==> run_1/drive_strength.png <==
Bar = 20 µm.
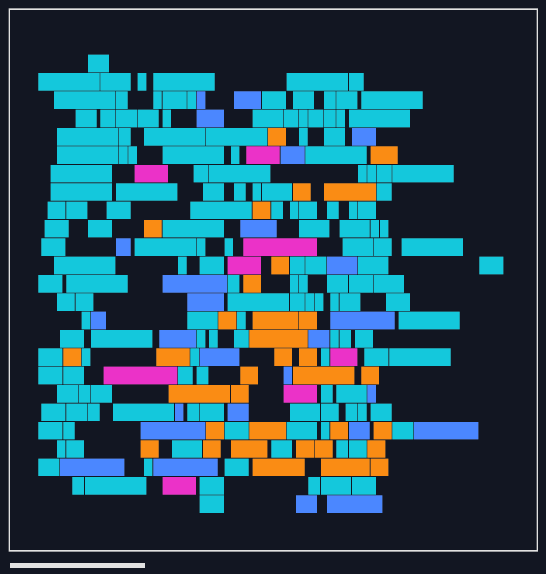
==> run_1/registers.png <==
Bar = 20 µm. Other sequential cells in the stronger gray, the rest of the logic in the fainter gray.
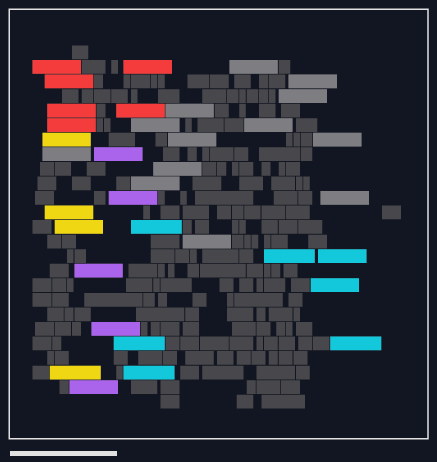
==> run_1/final_clocks.png <==
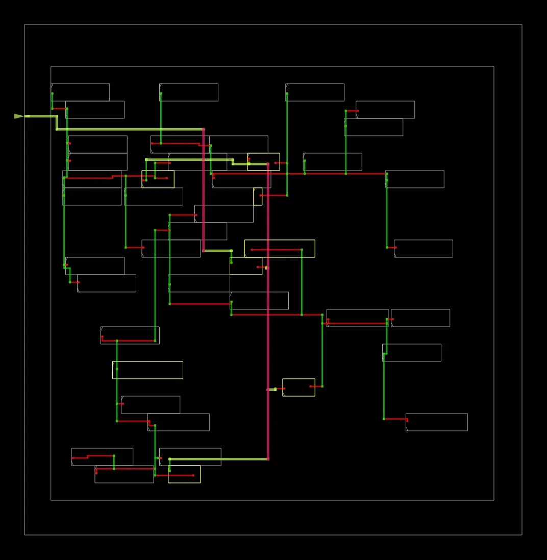
[src/rtl/fan_pkg.sv]
// Shared fan-control definitions: mode codes, ramp states,
// PWM resolution and default duty levels.
package fan_pkg;

  localparam int PWM_STEPS = 100;

  localparam logic [3:0] MODE_OFF  = 4'b0001;
  localparam logic [3:0] MODE_LOW  = 4'b0010;
  localparam logic [3:0] MODE_MID  = 4'b0100;
  localparam logic [3:0] MODE_HIGH = 4'b1000;

  localparam int DUTY_LOW_DEF  = 33;
  localparam int DUTY_MID_DEF  = 66;
  localparam int DUTY_HIGH_DEF = 100;

  typedef enum logic [1:0] {
    IDLE    = 2'd0,
    HOLD    = 2'd1,
    RAMP_UP = 2'd2,
    RAMP_DN = 2'd3
  } fan_state_e;

  function automatic logic [6:0] clamp_duty(
    input int d
  );
    if (d > PWM_STEPS) begin
      return 7'(PWM_STEPS);
    end else if (d < 0) begin
      return 7'd0;
    end else begin
      return 7'(d);
    end
  endfunction

endpackage

[src/rtl/fan_pwm_prescaler.sv]
// Free-running divider: tick is high for one clk
// out of every PRESCALE clks.
module fan_pwm_prescaler #(
  parameter int PRESCALE = 40
) (
  input  logic clk,
  input  logic reset_p,
  output logic tick
);

  localparam int CW = $clog2(PRESCALE);
  localparam logic [CW-1:0] LAST = CW'(PRESCALE - 1);

  logic [CW-1:0] cnt_q;
  logic [CW-1:0] cnt_d;

  always_comb begin
    cnt_d = cnt_q + 1'b1;
    if (cnt_q == LAST) begin
      cnt_d = '0;
    end
  end

  always_ff @(posedge clk or posedge reset_p) begin
    if (reset_p) begin
      cnt_q <= '0;
    end else begin
      cnt_q <= cnt_d;
    end
  end

  assign tick = (cnt_q == LAST);

endmodule

[src/rtl/fan_mode_pwm.sv]
// One-hot fan mode to ramped PWM drive; duty only moves
// at PWM period boundaries so no period is truncated.
module fan_mode_pwm
  import fan_pkg::*;
#(
  parameter int PRESCALE     = 40,
  parameter int RAMP_PERIODS = 2,
  parameter int DUTY_LOW     = DUTY_LOW_DEF,
  parameter int DUTY_MID     = DUTY_MID_DEF,
  parameter int DUTY_HIGH    = DUTY_HIGH_DEF
) (
  input  logic       clk,
  input  logic       reset_p,
  input  logic [3:0] ring,
  output logic       pwm,
  output logic [6:0] duty,
  output logic [3:0] mode_led,
  output logic       busy,
  output logic       fault
);

  localparam logic [6:0] D_LOW  = clamp_duty(DUTY_LOW);
  localparam logic [6:0] D_MID  = clamp_duty(DUTY_MID);
  localparam logic [6:0] D_HIGH = clamp_duty(DUTY_HIGH);
  localparam logic [6:0] D_MAX  = 7'(PWM_STEPS);
  localparam logic [6:0] C_LAST = 7'(PWM_STEPS - 1);

  localparam int RW = $clog2(RAMP_PERIODS + 1);
  localparam logic [RW-1:0] R_LAST = RW'(RAMP_PERIODS - 1);

  logic          tick;
  logic          period_end;

  logic [6:0]    tgt_q, tgt_d;
  logic [3:0]    led_q, led_d;
  logic          fault_q, fault_d;
  logic [6:0]    cnt_q, cnt_d;
  logic [6:0]    duty_q, duty_d;
  logic [RW-1:0] ramp_q, ramp_d;
  logic          pwm_q, pwm_d;
  fan_state_e    state_q, state_d;

  fan_pwm_prescaler #(
    .PRESCALE(PRESCALE)
  ) u_presc (
    .clk    (clk),
    .reset_p(reset_p),
    .tick   (tick)
  );

  // Illegal ring codes behave as OFF but keep the LEDs.
  always_comb begin
    tgt_d   = 7'd0;
    fault_d = 1'b0;
    led_d   = ring;
    unique case (ring)
      MODE_OFF:  tgt_d = 7'd0;
      MODE_LOW:  tgt_d = D_LOW;
      MODE_MID:  tgt_d = D_MID;
      MODE_HIGH: tgt_d = D_HIGH;
      default: begin
        fault_d = 1'b1;
        led_d   = led_q;
      end
    endcase
  end

  assign period_end = tick && (cnt_q == C_LAST);

  always_comb begin
    cnt_d = cnt_q;
    if (tick) begin
      cnt_d = period_end ? 7'd0 : cnt_q + 7'd1;
    end
  end

  always_comb begin
    state_d = IDLE;
    unique case (1'b1)
      duty_q < tgt_q:
        state_d = RAMP_UP;
      duty_q > tgt_q:
        state_d = RAMP_DN;
      (duty_q == tgt_q) && (duty_q == 7'd0):
        state_d = IDLE;
      (duty_q == tgt_q) && (duty_q != 7'd0):
        state_d = HOLD;
    endcase
  end

  // Direction is re-checked against the live target so a
  // freshly reversed target never overshoots.
  always_comb begin
    ramp_d = ramp_q;
    duty_d = duty_q;
    unique case (state_q)
      IDLE, HOLD: ramp_d = '0;
      RAMP_UP, RAMP_DN: begin
        if (period_end) begin
          if (ramp_q == R_LAST) begin
            ramp_d = '0;
            if (state_q == RAMP_UP &&
                duty_q < tgt_q &&
                duty_q < D_MAX) begin
              duty_d = duty_q + 7'd1;
            end else if (state_q == RAMP_DN &&
                         duty_q > tgt_q) begin
              duty_d = duty_q - 7'd1;
            end
          end else begin
            ramp_d = ramp_q + 1'b1;
          end
        end
      end
    endcase
  end

  assign pwm_d = (cnt_q < duty_q);

  always_ff @(posedge clk or posedge reset_p) begin
    if (reset_p) begin
      tgt_q   <= 7'd0;
      led_q   <= MODE_OFF;
      fault_q <= 1'b0;
      cnt_q   <= 7'd0;
      duty_q  <= 7'd0;
      ramp_q  <= '0;
      pwm_q   <= 1'b0;
      state_q <= IDLE;
    end else begin
      tgt_q   <= tgt_d;
      led_q   <= led_d;
      fault_q <= fault_d;
      cnt_q   <= cnt_d;
      duty_q  <= duty_d;
      ramp_q  <= ramp_d;
      pwm_q   <= pwm_d;
      state_q <= state_d;
    end
  end

  assign pwm      = pwm_q;
  assign duty     = duty_q;
  assign mode_led = led_q;
  assign fault    = fault_q;
  assign busy     = (state_q == RAMP_UP) ||
                    (state_q == RAMP_DN);

endmodule

[config.mk]
export PLATFORM = sky130hd
export DESIGN_NAME = fan_mode_pwm
export DESIGN_NICKNAME = d
export VERILOG_FILES = /design/src/rtl/fan_pkg.sv /design/src/rtl/fan_pwm_prescaler.sv /design/src/rtl/fan_mode_pwm.sv
export SDC_FILE = /design/constraint.sdc
export NUM_CORES = 1
export LEC_CHECK = 0
export CAP_MARGIN = 10
export CORE_AREA = 4 4 74 76
export CTS_CLUSTER_SIZE = 14
export DETAILED_ROUTE_END_ITERATION = 8
export DIE_AREA = 0 0 78 80
export PLACE_DENSITY = 0.6
export SLEW_MARGIN = 40
export SYNTH_ARGS = -nofsm -noshare
export SYNTH_HDL_FRONTEND = slang
export SYNTH_HIERARCHICAL = 1
export SYNTH_SLANG_ARGS = --single-unit
[constraint.sdc]
create_clock -name clk -period 2.84 [get_ports clk]
set_input_delay 0.568 -clock clk [delete_from_list [all_inputs] [get_ports clk]]
set_output_delay 0.568 -clock clk [all_outputs]
set_load 0.05 [all_outputs]
==> out/qor.csv, run 1 <==
metric,value,unit
Setup TNS,-78.3,ps
Log Warnings,28,
routability cong.,0.956,
Core ar.,4720,µm²
FP Core Util,41.8,%
worst r2r dst,duty[5]$_DFFE_PP0P_,
status,"finished, violations left",
worst flop-to-flop path startpoint,duty[6]$_DFFE_PP0P_,
CP Data Required Time,3010,ps
final worst path period need,2890,ps
VDD IR max,0.000374,V
Setup Skew,11.2,ps
Worst Hold Launch,mode_led[1]$_DFFE_PP0N_,
"Top cell by count, worst path",a21oi_2,
Post-synth regs,35,
crit-path max FO,5,
ratio of final minimum period to clock period,102,%
Reg2Reg Setup Slack,-50,ps
Critical Path End Type,flop,
"Avg Cell Area, Syn",10.8,µm²
total grt overflow,0,
Final Max Tran Viols,0,
Clock Tree Root,clkbuf_8,
first-pass GRT wire length,7670,µm
mapped cell area,1970,µm²
pin count of the biggest net entering global routing,22,
failing checks,negative setup slack,
PwrDens,460,nW/µm²
Yosys Instances,183,
# setup viols final,2,
Worst path slowest cell,dfrtp_2,
# IOs,20,
Worst EP arrival,3060,ps
CP Launch Type,flop,
hold_buf cts,0,
Post-Synthesis Cells,183,
Die ar.,6240,µm²
Yosys Chip Area,1970,µm²
final worst setup slack,-53.3,ps
Hold Crit Endpoint,mode_led[1]$_DFFE_PP0N_,
H-tree levels,2,
CTS tree,done,
Synth async-reset ratio,100,%
max-cap violation count,0,
yosys warns,6,
"count leader, synth",dfrtp_1,
Via-to-Cell Ratio,5.23,
Synth top cells by count,"34 x dfrtp_1, 18 x ha_1, 17 x inv_1",
Cell Type Count,46,
Hold Path Class,reg -> reg,
"Top FF cell, synth",dfrtp_1,
Port Buf Inserts,19,
vias in the first global route,1669,
Hold Slack,487,ps
DR iter-0 viols,88,
r2r worst-path depth,13,
antenna violations before repair,0,
detailed placement HPWL,3320,µm
Slew headroom,54.3,%
leakage power,1.24,nW
DR DRC count,0,
"Worst Path Class, Setup",reg -> reg,
Std-Cell Rows,25,
-- drive_strength.png (at the start) --
[magenta] drive 6 and up | cells: 8 | share: 3.5% | most used: clkbuf_8
[orange] drive 3 to 4 | cells: 34 | share: 15% | most used: buf_4
[cyan] drive 1 or less | cells: 163 | share: 71% | most used: dfrtp_1
[blue] drive 2 | cells: 26 | share: 11% | most used: dfrtp_2
post-route cell area: 2650 µm²
Area growth syn-to-layout: 34.3%
Non-CTS buffers: 43
final worst setup slack: -53.3 ps

-- registers.png (at the start) --
[red] u_presc/cnt_q | sequential cells: 6 | where: upper left
[yellow] mode_led | sequential cells: 4 | where: middle left
[cyan] duty | sequential cells: 7
[purple] tgt_q | sequential cells: 5
final core occ: 56.1%
P_seq: 0.000523 W
Seq area share: 33.3%
FF/Latch Area: 883 µm²

-- final_clocks.png (at the start) --
CTS buffer count: 5
Clock Latency Late Sink: 290 ps

[run 1: cell usage in the layout, fill, tap and decap left out, types with 3 or more instances in the layout]
cell              n
clkbuf_8          5
buf_4            23
mux2i_1           3
dfrtp_1          29
xor2_1            5
nand4_1           4
clkdlybuf4s50_1  19
dfrtp_2           5
inv_1            13
a21oi_1           4
inv_2             4
a21o_1            4
xnor2_1           8
a211oi_1          3
o21ai_0           9
nor2_1           13
ha_1             14
nor4b_1           3
nand2_1          10
[run 1: sequential cells by signal (all words and copies together), names as in the netlist]
name,count
pwm,1
duty,7
tgt_q,5
u_presc/cnt_q,6
ramp_q,2
state_q,2
cnt_q,7
mode_led,4
fault,1
[run 1: repair_timing]
item	in CTS	in global routing
cloned	0	0
buffers inserted	3	3
pin swaps	6	10
setup endpoints to repair	2	3
gates resized	2	13
[run 1: routing by layer]
| metal | part of all wire, % | track usage, % | up-vias | wire length, µm |
|---|---|---|---|---|
| li1 | - | - | 746 | - |
| met1 | 42 | 17.4 | 769 | 1920 |
| met2 | 52 | 29.2 | 35 | 2390 |
| met3 | 3.8 | 3.61 | 10 | 174 |
| met4 | 2.2 | 6.12 | 0 | 102 |
| met5 | 0 | 0 | - | 0 |
[run 1: worst max-delay path by stage]
stage / endpoint / from / slack (ps)
4_1_cts: duty[6]$_DFFE_PP0P_ / tgt_q[1]$_DFF_PP0_ / 20
5_1_grt: duty[6]$_DFFE_PP0P_ / duty[6]$_DFFE_PP0P_ / -260
6_report: duty[5]$_DFFE_PP0P_ / duty[6]$_DFFE_PP0P_ / -50
3_5_place_dp: duty[6]$_DFFE_PP0P_ / duty[2]$_DFFE_PP0P_ / -150
2_1_floorplan: duty[6]$_DFFE_PP0P_ / duty[1]$_DFFE_PP0P_ / -280
3_3_place_gp: duty[6]$_DFFE_PP0P_ / tgt_q[1]$_DFF_PP0_ / -30
[run 1: critical path: cells and delay by family, from the launching register on]
| kind | cells | cell delay (ps) |
|---|---|---|
| muxes | 1 | 270 |
| DFF | 1 | 430 |
| AOI/OAI and AO/OA | 4 | 560 |
| xor gates and xnor gates | 1 | 80 |
| buffers and inverters | 3 | 410 |
| and+or+nand+nor | 2 | 570 |
| adders and majority gates | 2 | 460 |
[run 1: report_power, final]
| part | internal, W | switching [W] |
|---|---|---|
| clock | 0.000351 | 0.000189 |
| sequential | 0.000513 | 0.00000984 |
| combinational | 0.0000656 | 0.0000913 |
[run 1: cell families after synthesis]
family | synth area share (%)
AOI/OAI and AO/OA | 13.5
xor gates and xnor gates | 5.77
adders and majority gates | 12.4
buffers and inverters | 3.80
DFF | 44.5
muxes | 4.19
and+or+nand+nor | 15.9
[run 1: through the flow]
stage	std cells	utilization, %	cell area (µm²)	total power, W
after CTS	295	54.8	2590	0.00122
after global routing	298	56.1	2650	0.00127
after global placement	284	51.3	2420	0.000671
after floorplan	183	-	2020	0.000624
final	298	56.1	2650	0.00122
after detailed placement	284	51.3	2420	0.000674
[run 1: final cells by class]
class	count	area [µm²]
Clock buffer	6	72.6
Clock inverter	2	60.1
Fill cell	381	2070
Inverter	17	63.8
Multi-Input combinational cell	128	1110
Sequential cell	35	883
Tap cell	67	83.8
Timing Repair Buffer	43	374
==> run_1/port_nets.png <==
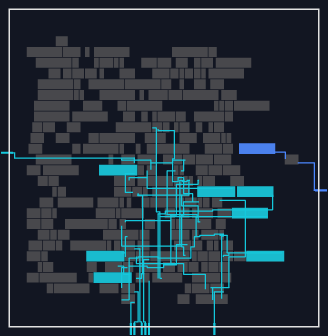

==> run 2: changes to the inputs <==
==> constraint.sdc (replaced) <==
create_clock -name clk -period 2.84 [get_ports clk]
set_input_delay 0.852 -clock clk [delete_from_list [all_inputs] [get_ports clk]]
set_output_delay 0.852 -clock clk [all_outputs]
set_load 0.05 [all_outputs]
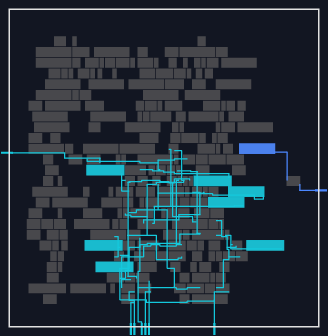
(run_2/port_nets.png)
[cyan] duty | bits: 7 | direction: output | end cells: 7 | buffers: 14 | wire: 625 µm
[blue] pwm | bits: 1 | direction: output | end cells: 1 | buffers: 1 | wire: 16.3 µm
# IOs: 20
Port Buf Inserts: 19

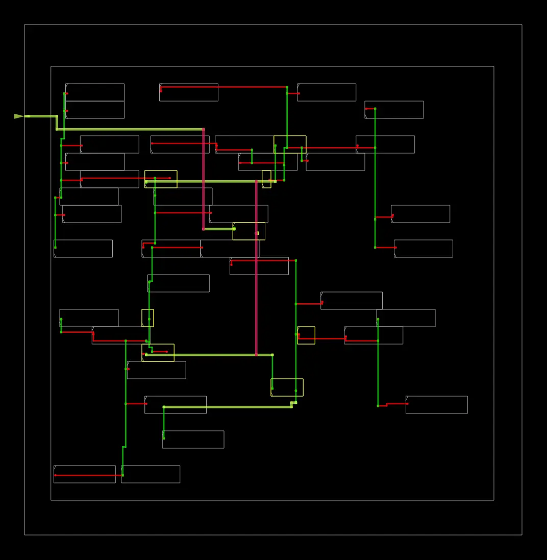
(run_2/final_clocks.png)
clock buf count: 6
Flops: 35
Clk. pwr: 0.000356 W

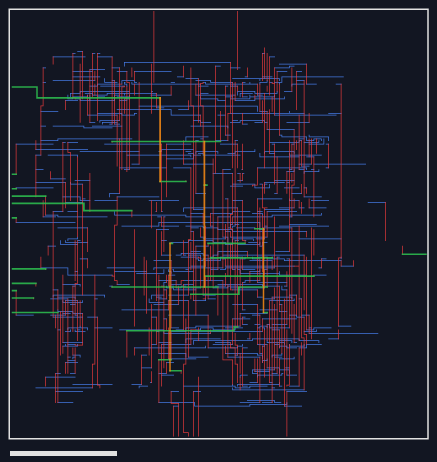
(run_2/metal_stack.png)
Bar = 20 µm.
[green] met3 | wire length: 217 µm
[orange] met4 | wire length: 82.3 µm
[red] met2 | wire length: 2120 µm
[blue] met1 | wire length: 1850 µm
wirelength, routed: 4270 µm
DR vias: 1490
gr usage total: 14.7%

==> run 2 against run 1 <==
The flow still finishes with violations (negative setup slack). Synthesized area is the same. Die size unchanged. Clock skew shrank 0.76 ps. Sequential power is essentially flat. Global-route usage shrank 1.0 points. Synthesized cell count unchanged. Via count is 4.5% lower. Wire length fell by 7.0%. Largest cell class unchanged. Largest power group is now registers.
==> out/qor.csv, run 2 <==
metric,value,unit,change
Synth async-reset ratio,100,%,unchanged
drt pass-1 iters,4,,
post-route ant nets,0,,
"count leader, synth",dfrtp_1,,
max-cap violation count,0,,unchanged
"EDFF count, synth",0,,
Area leader share,43.1,%,
Std-Cell Rows,25,,unchanged
final worst setup slack,-53.1,ps,+0.128 ps
hold path depth,1,,
CP Launch Type,flop,,
"Avg Cell Area, Syn",10.8,µm²,unchanged
fin nets,253,,
total nets after synthesis,208,,
status,"finished, violations left",,
detailed placement HPWL,3200,µm,-3.6%
VDD IR max,0.000303,V,-19%
Final Max Tran Viols,0,,unchanged
Hold Slack,480,ps,-7.18 ps
H-tree levels,2,,unchanged
Post-synth seq share,44.5,%,
Clock Tree Root,clkbuf_8,,
Synth top cells by count,"34 x dfrtp_1, 18 x ha_1, 17 x inv_1",,
Yosys Chip Area,1970,µm²,unchanged
post-synth top area cell,dfrtp_1,,
Setup Skew,10.5,ps,-0.760 ps
maximum clock path buffer count,2,,
Max Clk Rate,0.346,GHz,
Top cell excl fill/tap,dfrtp_1,,
failing checks,negative setup slack,,
Cell Type Count,46,,unchanged
Yosys Instances,183,,unchanged
worst flop-to-flop path startpoint,tgt_q[1]$_DFF_PP0_,,
CTS tree,done,,
Post-synth regs,35,,unchanged
Clock transition at path regs,80,ps,
r2r worst-path depth,15,,+2
Area growth syn-to-layout,31.4,%,
clock sinks,35,,
Clock Latency Late Sink,290,ps,about the same
worst r2r dst,duty[6]$_DFFE_PP0P_,,
Via-to-Cell Ratio,5.03,,-3.8%
Setup WS pre-CTS,-160,ps,
PwrDens,399,nW/µm²,-13%
Die Span Y,80,µm,
most instantiated logic cells after routing,"29 x dfrtp_1, 21 x buf_4, 19 x clkdlybuf4s50_1",,
layout cell share with drive strength beyond 1,28.8,%,
final worst path period need,2890,ps,-0.128 ps
Core ar.,4720,µm²,unchanged
Critical Path End Type,flop,,
crit-path cells,inv_2 -> ha_4 -> nor2b_4 -> o21ai_2 -> a32oi_2 -> nor4b_4 -> inv_2 -> buf_6 -> ha_4 -> a211oi_2 -> o21bai_1 -> a21oi_1 -> nor2_1 -> a22oi_2 -> xnor2_1,,
DR DRC count,0,,unchanged
Hold Crit Endpoint,mode_led[2]$_DFFE_PP0N_,,
vias in the first global route,1540,,-7.7%
CP Data Required Time,3050,ps,+40 ps
CTS buffer count,5,,unchanged
unrepaired setup endpoints after global routing,yes,,
Worst path slowest cell,dfrtp_1,,
yosys warns,6,,unchanged
Die ar.,6240,µm²,unchanged
# setup viols final,2,,unchanged
total grt overflow,0,,unchanged
antenna violations before repair,0,,unchanged
Hold Path Class,reg -> reg,,
Avg WL per Cell,14.4,µm,
routability cong.,0.933,,-2.4%
FP Core Util,41.8,%,unchanged
top post-synthesis cells by area,"dfrtp_1 43%, ha_1 11%, xnor2_1 3.6%",,
# fillers,406,,+6.6%
overall die width,78,µm,
Log Warnings,29,,+3.6%
ratio of final minimum period to clock period,102,%,about the same
leakage power,1.20,nW,-3.1%
Slew headroom,55.9,%,+1.7 points
first-pass GRT wire length,7130,µm,-6.9%
Reg2Reg Setup Slack,-50,ps,about the same
Worst EP arrival,3100,ps,+40 ps
DR iter-0 viols,60,,-32%
Slew @ Worst Pin,652,ps,
Worst Hold Launch,mode_led[2]$_DFFE_PP0N_,,
hold_buf cts,0,,unchanged
"Top FF cell, synth",dfrtp_1,,
# diodes,0,,
crit-path max FO,5,,unchanged
pin count of the biggest net entering global routing,30,,+36%
"Worst Path Class, Setup",reg -> reg,,
Final Hold Fails,0,,
max incr delay on CP,380,ps,
Post-Synthesis Cells,183,,unchanged
mapped cell area,1970,µm²,unchanged
==> run 2: cell counts after synthesis <==
Identical to the previous run, type by type.
==> run 2: kinds of logic (layout without fill, tap and decap cells) <==
group                      count (synthesis)  count (layout)  share of synthesized area (%)
and+or+nand+nor                           50              50                           15.9
AOI/OAI and AO/OA                         39              39                           13.5
DFF                                       35              35                           44.5
buffers and inverters                     20              66                           3.80
adders and majority gates                 19              19                           12.4
xor gates and xnor gates                  13              13                           5.77
muxes                                      7               7                           4.19
==> run 2: repair_timing <==
action | CTS | global route
pin swaps | 10 | 12
resized | 4 | 9
buffers inserted | 2 | 3
setup endpoints to repair | 2 | 2
gates cloned | 0 | 0
hold endpoints to repair | 0 | 0
==> run 2: final cells by class <==
class | count | area [µm²] | share of cell area (%)
clock buffers | 6 | 72.6 | 2.80
clock inverters | 2 | 12.5 | 0.483
inverters | 17 | 63.8 | 2.46
multi-input cells | 128 | 1120 | 43.1
flip-flops and latches | 35 | 883 | 34.1
well taps | 67 | 83.8 | 3.23
repair buffers | 41 | 359 | 13.9
==> run 2: worst max-delay path by stage <==
stage / slack [ps] / startpoint / to
6_report: -50 / tgt_q[1]$_DFF_PP0_ / duty[6]$_DFFE_PP0P_
3_3_place_gp: -9 / tgt_q[1]$_DFF_PP0_ / duty[6]$_DFFE_PP0P_
5_1_grt: -180 / tgt_q[1]$_DFF_PP0_ / duty[6]$_DFFE_PP0P_
4_1_cts: -2 / tgt_q[1]$_DFF_PP0_ / duty[6]$_DFFE_PP0P_
2_1_floorplan: -280 / duty[1]$_DFFE_PP0P_ / duty[6]$_DFFE_PP0P_
3_5_place_dp: -160 / tgt_q[1]$_DFF_PP0_ / duty[6]$_DFFE_PP0P_
==> run 2: through the flow <==
stage | instances | util, % | total power (W) | instance area, µm² | TNS, ps
global route | 296 | 54.9 | 0.00109 | 2590 | -320
global placement | 283 | 51.1 | 0.000672 | 2410 | -9.08
detailed placement | 283 | 51.1 | 0.000675 | 2410 | -235
floorplan | 183 | - | 0.000624 | 2020 | -479
finish | 296 | 54.9 | 0.00103 | 2590 | -73.3
CTS | 293 | 53.7 | 0.00104 | 2540 | -1.59
==> run 2: critical path: cells and delay by family, from the launching register on <==
| family | cells | cell delay, ps |
|---|---|---|
| compound gates | 6 | 1010 |
| xor+xnor | 1 | 140 |
| fa+ha+maj | 2 | 440 |
| buf+inv | 3 | 320 |
| flops | 1 | 380 |
| simple gates | 3 | 530 |
==> run 2: where the power goes <==
group / switching [W] / total, W / internal, W
registers: 0.00000932 / 0.000523 / 0.000513
logic: 0.0000900 / 0.000156 / 0.0000658
clock network: 0.000184 / 0.000356 / 0.000171
==> run 2: per-layer routing <==
layer  share of wire [%]  GRT usage, %  wire [µm]
met5                   0             0          0
met4                 1.9          5.77         82
met3                 5.1          4.63        217
met2                  50          25.5       2120
met1                  43          16.9       1850
Power and IR drop assume default switching activity.
